**config.mk**
```make
export PLATFORM = sky130hd
export DESIGN_NAME = fifo_wr_arbiter
export DESIGN_NICKNAME = d
export VERILOG_FILES = /design/src/rtl/fifo_arb_pkg.sv /design/src/rtl/rr_picker.sv /design/src/rtl/fifo_wr_arbiter.sv
export SDC_FILE = /design/constraint.sdc
export NUM_CORES = 1
export LEC_CHECK = 0
export ABC_AREA = 1
export CAP_MARGIN = 20
export CORE_MARGIN = 2
export CORE_UTILIZATION = 40
export DETAILED_ROUTE_END_ITERATION = 10
export DONT_BUFFER_PORTS = 1
export HOLD_SLACK_MARGIN = 0.12
export PLACE_DENSITY_LB_ADDON = 0.3
export SYNTH_ARGS = -nofsm -noshare
export SYNTH_HDL_FRONTEND = slang
export SYNTH_SLANG_ARGS = --single-unit
```
**constraint.sdc**
```tcl
create_clock -name i_clk -period 4.7 [get_ports i_clk]
set_clock_uncertainty 0.05 [all_clocks]
set_input_delay 0.705 -clock i_clk [delete_from_list [all_inputs] [get_ports i_clk]]
set_output_delay 0.705 -clock i_clk [all_outputs]
set_load 0.01 [all_outputs]
```
**src/rtl/fifo_arb_pkg.sv**
```systemverilog
// Shared definitions for the FIFO write-side arbiter.
//   arb_state_t       : arbiter FSM states (IDLE, BURST)
//   DEFAULT_MAX_BURST : default maximum beats per grant
//   clog2_width()     : bit width needed to index/count, never less than 1
package fifo_arb_pkg;

    typedef enum logic {
        IDLE  = 1'b0,
        BURST = 1'b1
    } arb_state_t;

    localparam int DEFAULT_MAX_BURST = 8;

    // Width of a field that must hold values 0..n-1; a 1-entry range still
    // needs one bit so the declaration stays legal.
    function automatic int clog2_width(input int n);
        return (n <= 2) ? 1 : $clog2(n);
    endfunction

endpackage

```
**src/rtl/rr_picker.sv**
```systemverilog
// Combinational rotating-priority encoder.
//   req      in  N_REQ  request vector
//   last_idx in  IDX_W  index of the most recently served requester
//   grant    out N_REQ  one-hot winner (first request after last_idx, wrapping)
//   found    out 1      at least one request was present
module rr_picker
    import fifo_arb_pkg::*;
#(
    parameter int N_REQ = 4,
    parameter int IDX_W = clog2_width(N_REQ)
) (
    input  logic [N_REQ-1:0] req,
    input  logic [IDX_W-1:0] last_idx,
    output logic [N_REQ-1:0] grant,
    output logic             found
);

    // Walk the candidates in priority order (last+1, last+2, ... last+N_REQ)
    // and keep the first one that is requesting. The last-served index itself
    // is visited last, so a lone requester can still be re-granted.
    always_comb begin
        grant = '0;
        found = 1'b0;
        for (int i = 1; i <= N_REQ; i++) begin
            for (int k = 0; k < N_REQ; k++) begin
                if (!found && req[k] && (k == (int'(last_idx) + i) % N_REQ)) begin
                    grant[k] = 1'b1;
                    found    = 1'b1;
                end
            end
        end
    end

endmodule

```
**src/rtl/fifo_wr_arbiter.sv**
```systemverilog
// Round-robin arbiter sharing one fifo_sync write port among N_REQ producers.
//   i_clk, i_rstn   clock, asynchronous active-low reset
//   i_valid/i_last  per-producer beat valid and end-of-burst marker
//   i_data          packed producer data, producer k in slice k
//   o_ready         per-producer ready (only the granted bit can be high)
//   i_fifo_full     FIFO o_full
//   i_fifo_fill     FIFO o_fill
//   o_fifo_wr       registered FIFO write strobe
//   o_fifo_data     registered FIFO write data
//   o_grant         one-hot current grant, 0 while idle
//   o_busy          high while a burst is in progress
module fifo_wr_arbiter
    import fifo_arb_pkg::*;
#(
    parameter int N_REQ      = 4,
    parameter int DATA_WIDTH = 32,
    parameter int ADDR_WIDTH = 10,
    parameter int MAX_BURST  = DEFAULT_MAX_BURST
) (
    input  logic                        i_clk,
    input  logic                        i_rstn,
    input  logic [N_REQ-1:0]            i_valid,
    input  logic [N_REQ-1:0]            i_last,
    input  logic [N_REQ*DATA_WIDTH-1:0] i_data,
    output logic [N_REQ-1:0]            o_ready,
    input  logic                        i_fifo_full,
    input  logic [ADDR_WIDTH:0]         i_fifo_fill,
    output logic                        o_fifo_wr,
    output logic [DATA_WIDTH-1:0]       o_fifo_data,
    output logic [N_REQ-1:0]            o_grant,
    output logic                        o_busy
);

    localparam int IDX_W = clog2_width(N_REQ);
    localparam int CNT_W = clog2_width(MAX_BURST + 1);
    localparam logic [CNT_W-1:0] LAST_CNT = CNT_W'(MAX_BURST - 1);
    // FIFO depth expressed with one guard bit above the fill width.
    localparam logic [ADDR_WIDTH+1:0] DEPTH = {1'b0, 1'b1, {ADDR_WIDTH{1'b0}}};

    arb_state_t           state;
    logic [IDX_W-1:0]     last_idx;
    logic [CNT_W-1:0]     beat_cnt;

    logic [N_REQ-1:0]     pick_grant;
    logic                 pick_found;
    logic [IDX_W-1:0]     grant_idx;
    logic [DATA_WIDTH-1:0] sel_data;
    logic                 sel_last;
    logic [ADDR_WIDTH+1:0] fill_ahead;
    logic                 space_block;
    logic                 accept;

    rr_picker #(
        .N_REQ (N_REQ),
        .IDX_W (IDX_W)
    ) u_picker (
        .req      (i_valid),
        .last_idx (last_idx),
        .grant    (pick_grant),
        .found    (pick_found)
    );

    // The write registered last cycle has not reached o_fill yet, so it is
    // added in before comparing against the depth.
    assign fill_ahead  = {1'b0, i_fifo_fill} + {{(ADDR_WIDTH+1){1'b0}}, o_fifo_wr};
    assign space_block = i_fifo_full | (fill_ahead >= DEPTH);

    // Ready depends only on state, grant and FIFO space, never on i_valid.
    assign o_ready = ((state == BURST) && !space_block) ? o_grant : '0;
    assign accept  = |(o_ready & i_valid);
    assign sel_last = |(o_grant & i_last);

    // Decode the registered one-hot grant into an index and a data mux.
    always_comb begin
        grant_idx = '0;
        sel_data  = '0;
        for (int k = 0; k < N_REQ; k++) begin
            if (o_grant[k]) begin
                grant_idx = IDX_W'(k);
                sel_data  = i_data[k*DATA_WIDTH +: DATA_WIDTH];
            end
        end
    end

    always_ff @(posedge i_clk or negedge i_rstn) begin
        if (!i_rstn) begin
            state       <= IDLE;
            last_idx    <= IDX_W'(N_REQ - 1);
            beat_cnt    <= '0;
            o_fifo_wr   <= 1'b0;
            o_fifo_data <= '0;
            o_grant     <= '0;
            o_busy      <= 1'b0;
        end else begin
            o_fifo_wr <= 1'b0;
            case (state)
                IDLE: begin
                    if (pick_found) begin
                        o_grant <= pick_grant;
                        o_busy  <= 1'b1;
                        state   <= BURST;
                    end
                end
                BURST: begin
                    // A stalled producer simply holds the grant; nothing
                    // advances until the next accepted beat.
                    if (accept) begin
                        o_fifo_wr   <= 1'b1;
                        o_fifo_data <= sel_data;
                        if (sel_last || (beat_cnt == LAST_CNT)) begin
                            state    <= IDLE;
                            o_busy   <= 1'b0;
                            o_grant  <= '0;
                            last_idx <= grant_idx;
                            beat_cnt <= '0;
                        end else begin
                            beat_cnt <= beat_cnt + 1'b1;
                        end
                    end
                end
                default: state <= IDLE;
            endcase
        end
    end

endmodule

```
**Run 1: wiring by layer**

Scale: 4 px per um. Two of the layers only.
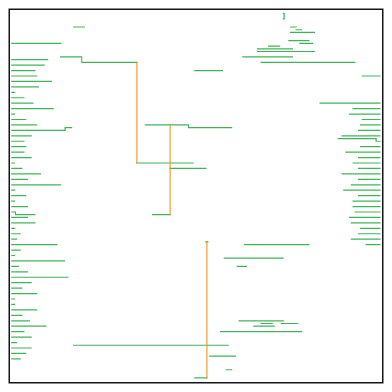
orange -> met4  # wire length 81.6 um
green -> met3  # wire length 756 um
GRT Total Usage: 20.1%
Routed WL per cell: 15.7 um
total number of vias: 3,143
total routed wirelength: 9030 um

**Run 1: congestion heat map**

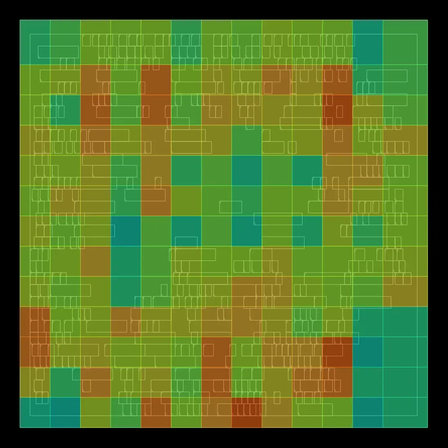
met1 Use GR: 26.6%
global route hottest layer: met2

==> tab_implementation.tex, run 1 <==
% Table of physical implementation metrics
\begin{tabular}{lr}
\hline
Metric & Value \\
\hline
\multicolumn{2}{l}{\textbf{GRT}} \\
\quad Vias in the first global route & roughly 2,700 \\
\quad Number of antenna violations at the first check in global routing & 0 \\
\multicolumn{2}{l}{\textbf{Status}} \\
\quad Outcome & complete, no violations \\
\multicolumn{2}{l}{\textbf{Cells and area}} \\
\quad Leading registers by flop count & o\_fifo\_data x32, beat\_cnt x4, o\_grant x4 \\
\quad Layout filler cell count & 822 \\
\quad Top reg by flops & o\_fifo\_data \\
\quad Biggest area consumer among cell classes & logic gates \\
\quad Count of plain and timing-repair buffers & 6 \\
\quad Fraction of standard cell area in multi-input logic & 54.6\% \\
\multicolumn{2}{l}{\textbf{Floorplan}} \\
\quad Floorplan die width & about 93 um \\
\quad Number of tapcells & between 100 and 150 \\
\quad Core Area & 0.00769 mm\^{}2 \\
\multicolumn{2}{l}{\textbf{Critical path}} \\
\quad Depth of the worst register-to-register path & 15 \\
\quad Buffer-and-inverter tally for the worst setup path & 2 \\
\quad Reg2reg end & beat\_cnt[2] \\
\quad CP cell instances & ha\_1 -> ha\_1 -> nand2\_1 -> nor2\_1 -> xnor2\_1 -> nand3\_2 -> nor2\_1 -> nand2\_1 -> nand2\_1 -> nor2\_2 -> buf\_4 -> inv\_2 -> nand3\_1 -> nand2\_1 -> nor2\_1 \\
\quad Critical path class & reg -> reg \\
\quad Largest fanout on the critical path & $\sim$43 \\
\quad Slack of the worst reg-to-reg path & 1800 ps \\
\quad Worst Setup EP & beat\_cnt[2] \\
\multicolumn{2}{l}{\textbf{Clock tree}} \\
\quad CTS tree & yes \\
\quad CTS HTree Levels & 2 \\
\multicolumn{2}{l}{\textbf{Yosys}} \\
\quad Xor/xnor share & 0.276\% \\
\quad \# Cells Yosys & between 400 and 500 \\
\quad Area fraction in mux cells & 0\% \\
\multicolumn{2}{l}{\textbf{Flow run}} \\
\quad Number of OpenROAD warnings & 28 \\
\multicolumn{2}{l}{\textbf{Timing}} \\
\quad Post-route setup TNS & 0 ps \\
\quad Shortest period the worst path allows & approximately 2900 ps \\
\multicolumn{2}{l}{\textbf{Power}} \\
\quad Leakage dissipation & 1.49 nW \\
\quad Power Dens Cells & 212 mW/mm\^{}2 \\
\multicolumn{2}{l}{\textbf{Drt}} \\
\quad Number of iterations in the first detailed-routing pass & 4 \\
\quad Via density per instance & 5.46 \\
\quad DRC marker count from the first detailed-route iteration & 152 \\
\hline
\end{tabular}
**Run 1: the metal 1 layer**

Scale: 6 px per um. Supply wires on this layer in grey. Cells faint in the background.
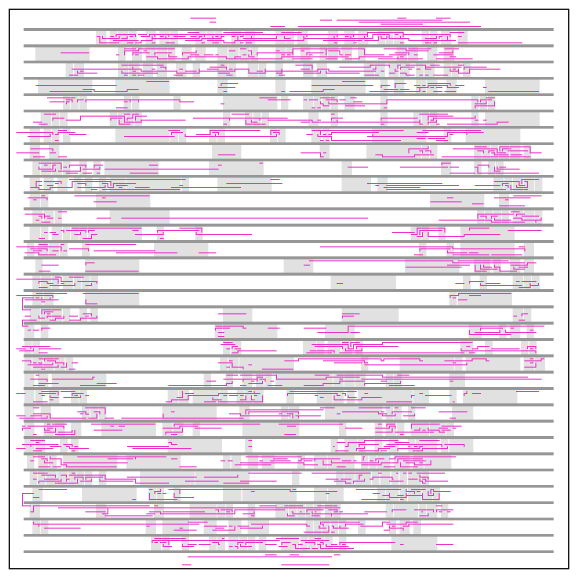
nets with wire on the layer = 525
longest straight run = 46.9 um

**Run 1: where the registers sit**

Scale: 4 px per um. Other sequential cells in the stronger grey, the rest of the logic in the fainter grey.
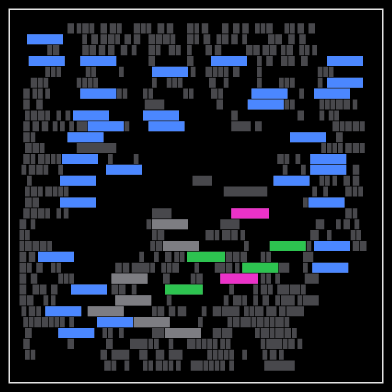
blue -> o_fifo_data  # sequential cells 32, where spread over the die
green -> o_grant  # sequential cells 4
magenta -> last_idx  # sequential cells 2
not coloured = 7
Final Core Density: 43.4%
sequential cell area: 0.00113 mm^2
sequential share of cell area: 33.9%
sequential power: 394 uW

-- run 1: per-layer routing --
layer	routed length, um	up-vias	track usage [%]
li1	-	1577	-
met1	3720	1414	26.6
met2	4470	145	33.8
met3	756	7	4.83
met4	81	0	3.92
met5	0	-	0
-- run 1: per-stage QoR --
stage          setup WS [ps]  instances  total power [mW]  hold WS [ps]
3_3_place_gp            1600        567             0.419           361
3_5_place_dp            1510        567             0.420           360
6_report                1800        576             0.708           192
5_1_grt                 1520        576             0.742           172
4_1_cts                 1760        576             0.721           189
2_1_floorplan           2280        493             0.418           359
-- run 1: where the power goes --
group / leakage, nW / internal, mW / switching (mW) / total, mW
Combinational: 0.830 / 0.0101 / 0.0179 / 0.0279
Sequential: 0.600 / 0.390 / 0.00330 / 0.394
Clock: 0.0552 / 0.158 / 0.128 / 0.286
**Run 1: M3 wires**

Scale: 4 px per um. Cells faint in the background.
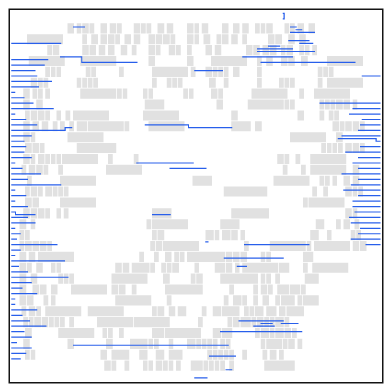

==> inputs of run 2 (changes only) <==
- clock period: 4.7 -> 2.9 ns (I/O delays scaled with it)
**Run 2: M3 wires**

Scale: 4 px per um. Cells faint in the background.
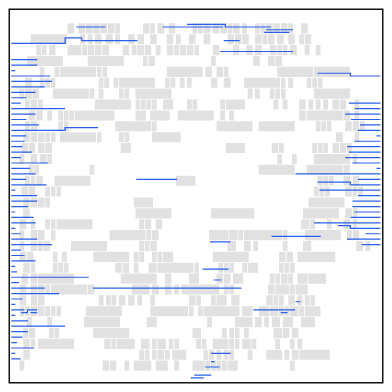
nets with wire on the layer = 101
share of all routed wire = 8.1%
wire length on this layer = 732 um
longest straight run = 36.8 um
main direction = horizontal

**Run 2: the metal 1 layer**

Scale: 6 px per um. Supply wires on this layer in grey. Cells faint in the background.
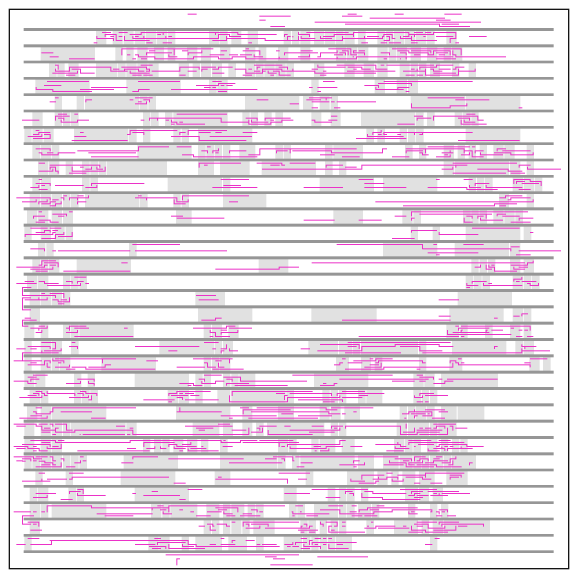
wire length on this layer = 3,700 um
longest straight run = 35.4 um
nets with wire on the layer = 512
main direction = horizontal
share of all routed wire = 41%
total number of vias: 3,212
total routed wirelength: 9040 um
met1 Use GR: 25.4%

**Run 2: where the registers sit**

Scale: 4 px per um. Other sequential cells in the stronger grey, the rest of the logic in the fainter grey.
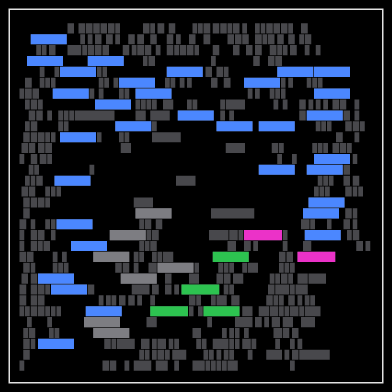
magenta -> last_idx  # sequential cells 2
blue -> o_fifo_data  # sequential cells 32
green -> o_grant  # sequential cells 4, where bottom centre
not coloured = 7
Final Core Density: 44.5%
sequential share of cell area: 33.0%
sequential power: 638 uW

==> tab_implementation.tex, run 2 <==
% Table of physical implementation metrics
\begin{tabular}{lr}
\hline
Metric & Value \\
\hline
\multicolumn{2}{l}{\textbf{Power}} \\
\quad Design internal power & 931 uW \\
\quad Switching Fraction & 20.8\% \\
\quad Clock group total power & $\sim$490 uW \\
\quad Final total power & 1.18 mW \\
\quad Leakage dissipation & 1.53 nW \\
\quad Switching Power & 244 uW \\
\multicolumn{2}{l}{\textbf{Drt}} \\
\quad Met3 routed WL & 731 um \\
\quad Number of iterations in the first detailed-routing pass & 4 \\
\quad DRC marker count from the first detailed-route iteration & $\sim$170 \\
\quad Via density per instance & around 5.5 \\
\quad Wire length the detailed router placed on met1 & 3700 um \\
\multicolumn{2}{l}{\textbf{Status}} \\
\quad Outcome & complete, no violations \\
\multicolumn{2}{l}{\textbf{Floorplan}} \\
\quad Floorplan die width & about 93 um \\
\quad Core Area & 0.00769 mm\^{}2 \\
\multicolumn{2}{l}{\textbf{Cells and area}} \\
\quad Count of placed standard cells in the final layout, fillers left out & between 500 and 600 \\
\quad Layout filler cell count & 817 \\
\multicolumn{2}{l}{\textbf{Timing}} \\
\quad Worst Setup Slack, final & 358 ps \\
\quad Shortest period the worst path allows & 2540 ps \\
\multicolumn{2}{l}{\textbf{Critical path}} \\
\quad Critical path class & reg -> reg \\
\quad Slack of the worst reg-to-reg path & 360 ps \\
\quad Reg2reg end & o\_fifo\_data[2] \\
\quad Worst Setup EP & o\_fifo\_data[2] \\
\quad Largest fanout on the critical path & 23 \\
\multicolumn{2}{l}{\textbf{Flow run}} \\
\quad Number of OpenROAD warnings & 28 \\
\multicolumn{2}{l}{\textbf{GRT}} \\
\quad Number of antenna violations at the first check in global routing & 0 \\
\quad Global routing met3 resource utilization & 4.59\% \\
\quad Met2 usage & roughly 34\% \\
\multicolumn{2}{l}{\textbf{Place}} \\
\quad Placed cells & 571 \\
\multicolumn{2}{l}{\textbf{Yosys}} \\
\quad Xor/xnor share & 0.276\% \\
\hline
\end{tabular}
==> run 2: cell counts after synthesis <==
Identical to the previous run, type by type.
==> run 2: logic make-up (layout without fill, tap and decap cells) <==
family | count (synthesis) | in the layout
flip-flops | 45 | 45
adder cells (fa/ha/maj) | 3 | 3
AND/OR/NAND/NOR | 280 | 280
AND-OR/OR-AND | 109 | 109
XOR/XNOR | 1 | 1
buffers and inverters | 55 | 44
==> run 2: cell type report <==
class	count	share of cell area, %
clock buffer	7	2.52
clock inverter	1	0.877
inverter	22	2.41
multi-input combinational	393	53.3
sequential	45	33.0
tap	102	3.73
timing repair buffer	14	4.09
==> run 2: repair_timing <==
action                     in CTS  in global routing
setup endpoints to repair      19                  3
pin swaps                       0                  1
setup buffers                   0                  3
hold endpoints to repair       45                  0
hold buffers                    2                  0
resized                         1                  0
==> inputs of run 3 (changes only) <==
- GPL_ROUTABILITY_DRIVEN: not set -> 0
- SKIP_LAST_GASP: not set -> 1
**Run 3: the metal 1 layer**

Scale: 6 px per um. Supply wires on this layer in grey. Cells faint in the background.
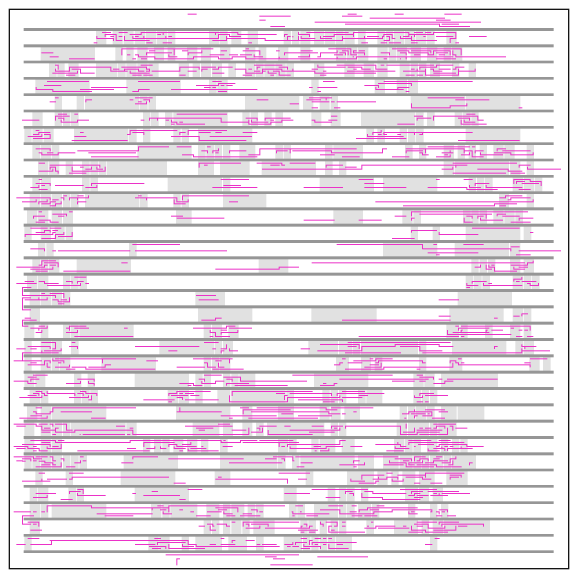
nets with wire on the layer = 512
wire length on this layer = 3,700 um

**Run 3: congestion heat map**

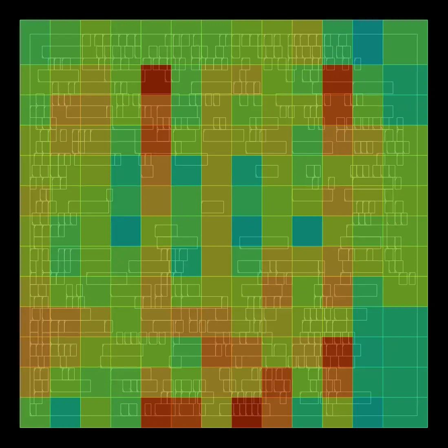
GRT Total Usage: 19.9%
global routing met3 resource utilization: 4.59%
met2 usage: 34.3%

**Run 3: wiring by layer**

Scale: 4 px per um. Two of the layers only.
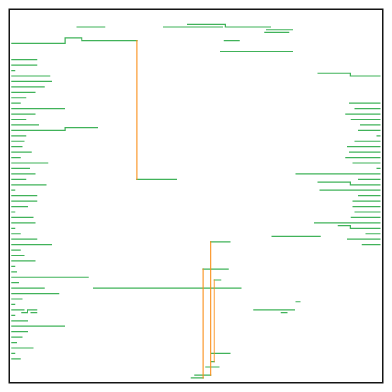
orange -> met4  # wire length 116 um
green -> met3  # wire length 732 um

==> tab_implementation.tex, run 3 <==
% Table of physical implementation metrics
\begin{tabular}{lr}
\hline
Metric & Value \\
\hline
\multicolumn{2}{l}{\textbf{Cells and area}} \\
\quad Leading registers by flop count & o\_fifo\_data x32, beat\_cnt x4, o\_grant x4 \\
\quad Sequential cell area & 0.00113 mm\^{}2 \\
\quad Layout filler cell count & 817 \\
\quad Count of placed standard cells in the final layout, fillers left out & $\sim$600 \\
\multicolumn{2}{l}{\textbf{GRT}} \\
\quad Number of antenna violations at the first check in global routing & 0 \\
\quad Vias in the first global route & between 2,000 and 3,000 \\
\multicolumn{2}{l}{\textbf{Floorplan}} \\
\quad Core Area & 0.00769 mm\^{}2 \\
\multicolumn{2}{l}{\textbf{Status}} \\
\quad Outcome & complete, no violations \\
\multicolumn{2}{l}{\textbf{Drt}} \\
\quad Total number of vias & between 3,000 and 4,000 \\
\quad Routed WL per cell & between 15 and 20 um \\
\quad DRC marker count from the first detailed-route iteration & around 170 \\
\quad Highest Signal Layer & met4 \\
\quad Wire length the detailed router placed on met1 & 3700 um \\
\quad Met3 routed WL & 731 um \\
\quad Number of iterations in the first detailed-routing pass & 4 \\
\quad Via density per instance & 5.50 \\
\multicolumn{2}{l}{\textbf{Critical path}} \\
\quad Depth of the worst register-to-register path & 14 \\
\quad CP cell instances & ha\_1 -> ha\_1 -> nand2\_1 -> nor2\_1 -> xnor2\_1 -> nand3\_2 -> nor2\_1 -> nand2\_1 -> nand2\_1 -> nor2\_4 -> inv\_2 -> buf\_12 -> nor2\_1 -> a31oi\_1 \\
\quad Largest fanout on the critical path & 23 \\
\quad Reg2reg end & o\_fifo\_data[2] \\
\quad Critical path class & reg -> reg \\
\quad Slack of the worst reg-to-reg path & 360 ps \\
\quad Worst Setup EP & o\_fifo\_data[2] \\
\multicolumn{2}{l}{\textbf{Timing}} \\
\quad Shortest period the worst path allows & 2540 ps \\
\quad WHS & 297 ps \\
\multicolumn{2}{l}{\textbf{Yosys}} \\
\quad \# Cells Yosys & approximately 490 \\
\multicolumn{2}{l}{\textbf{Clock tree}} \\
\quad CTS tree & yes \\
\quad Number of buffers inserted to repair setup after CTS & 0 \\
\quad Gates resized, CTS repair & 1 \\
\quad CTS HTree Levels & 2 \\
\quad Number of hold buffers added after cts & 2 \\
\multicolumn{2}{l}{\textbf{Place}} \\
\quad Placed cells & 571 \\
\quad Worst-case setup slack after placement & -108 ps \\
\multicolumn{2}{l}{\textbf{Flow run}} \\
\quad Number of OpenROAD warnings & 28 \\
\hline
\end{tabular}
==> run 3: cell counts after synthesis <==
Identical to the previous run, type by type.
==> run 3: power by group <==
part / switching [mW] / internal, mW
Combinational: 0.0312 / 0.0173
Clock: 0.208 / 0.281
Sequential: 0.00554 / 0.633
==> run 3: worst reg2reg max path, delay by kind of cell, from the launching register on <==
kind | cells | cell delay, ps
xor+xnor | 1 | 160
fa+ha+maj | 2 | 390
flops | 1 | 430
buf+inv | 2 | 510
compound gates | 1 | 130
simple gates | 8 | 810
==> run 3: area by class of cell <==
class	instances	share of cell area (%)
Clock buffer	7	2.52
Multi-Input combinational cell	393	53.3
Timing Repair Buffer	14	4.09
Inverter	22	2.41
Sequential cell	45	33.0
Tap cell	102	3.73
Clock inverter	1	0.877
Power figures rest on the tool's default switching activity, not on a simulated workload.
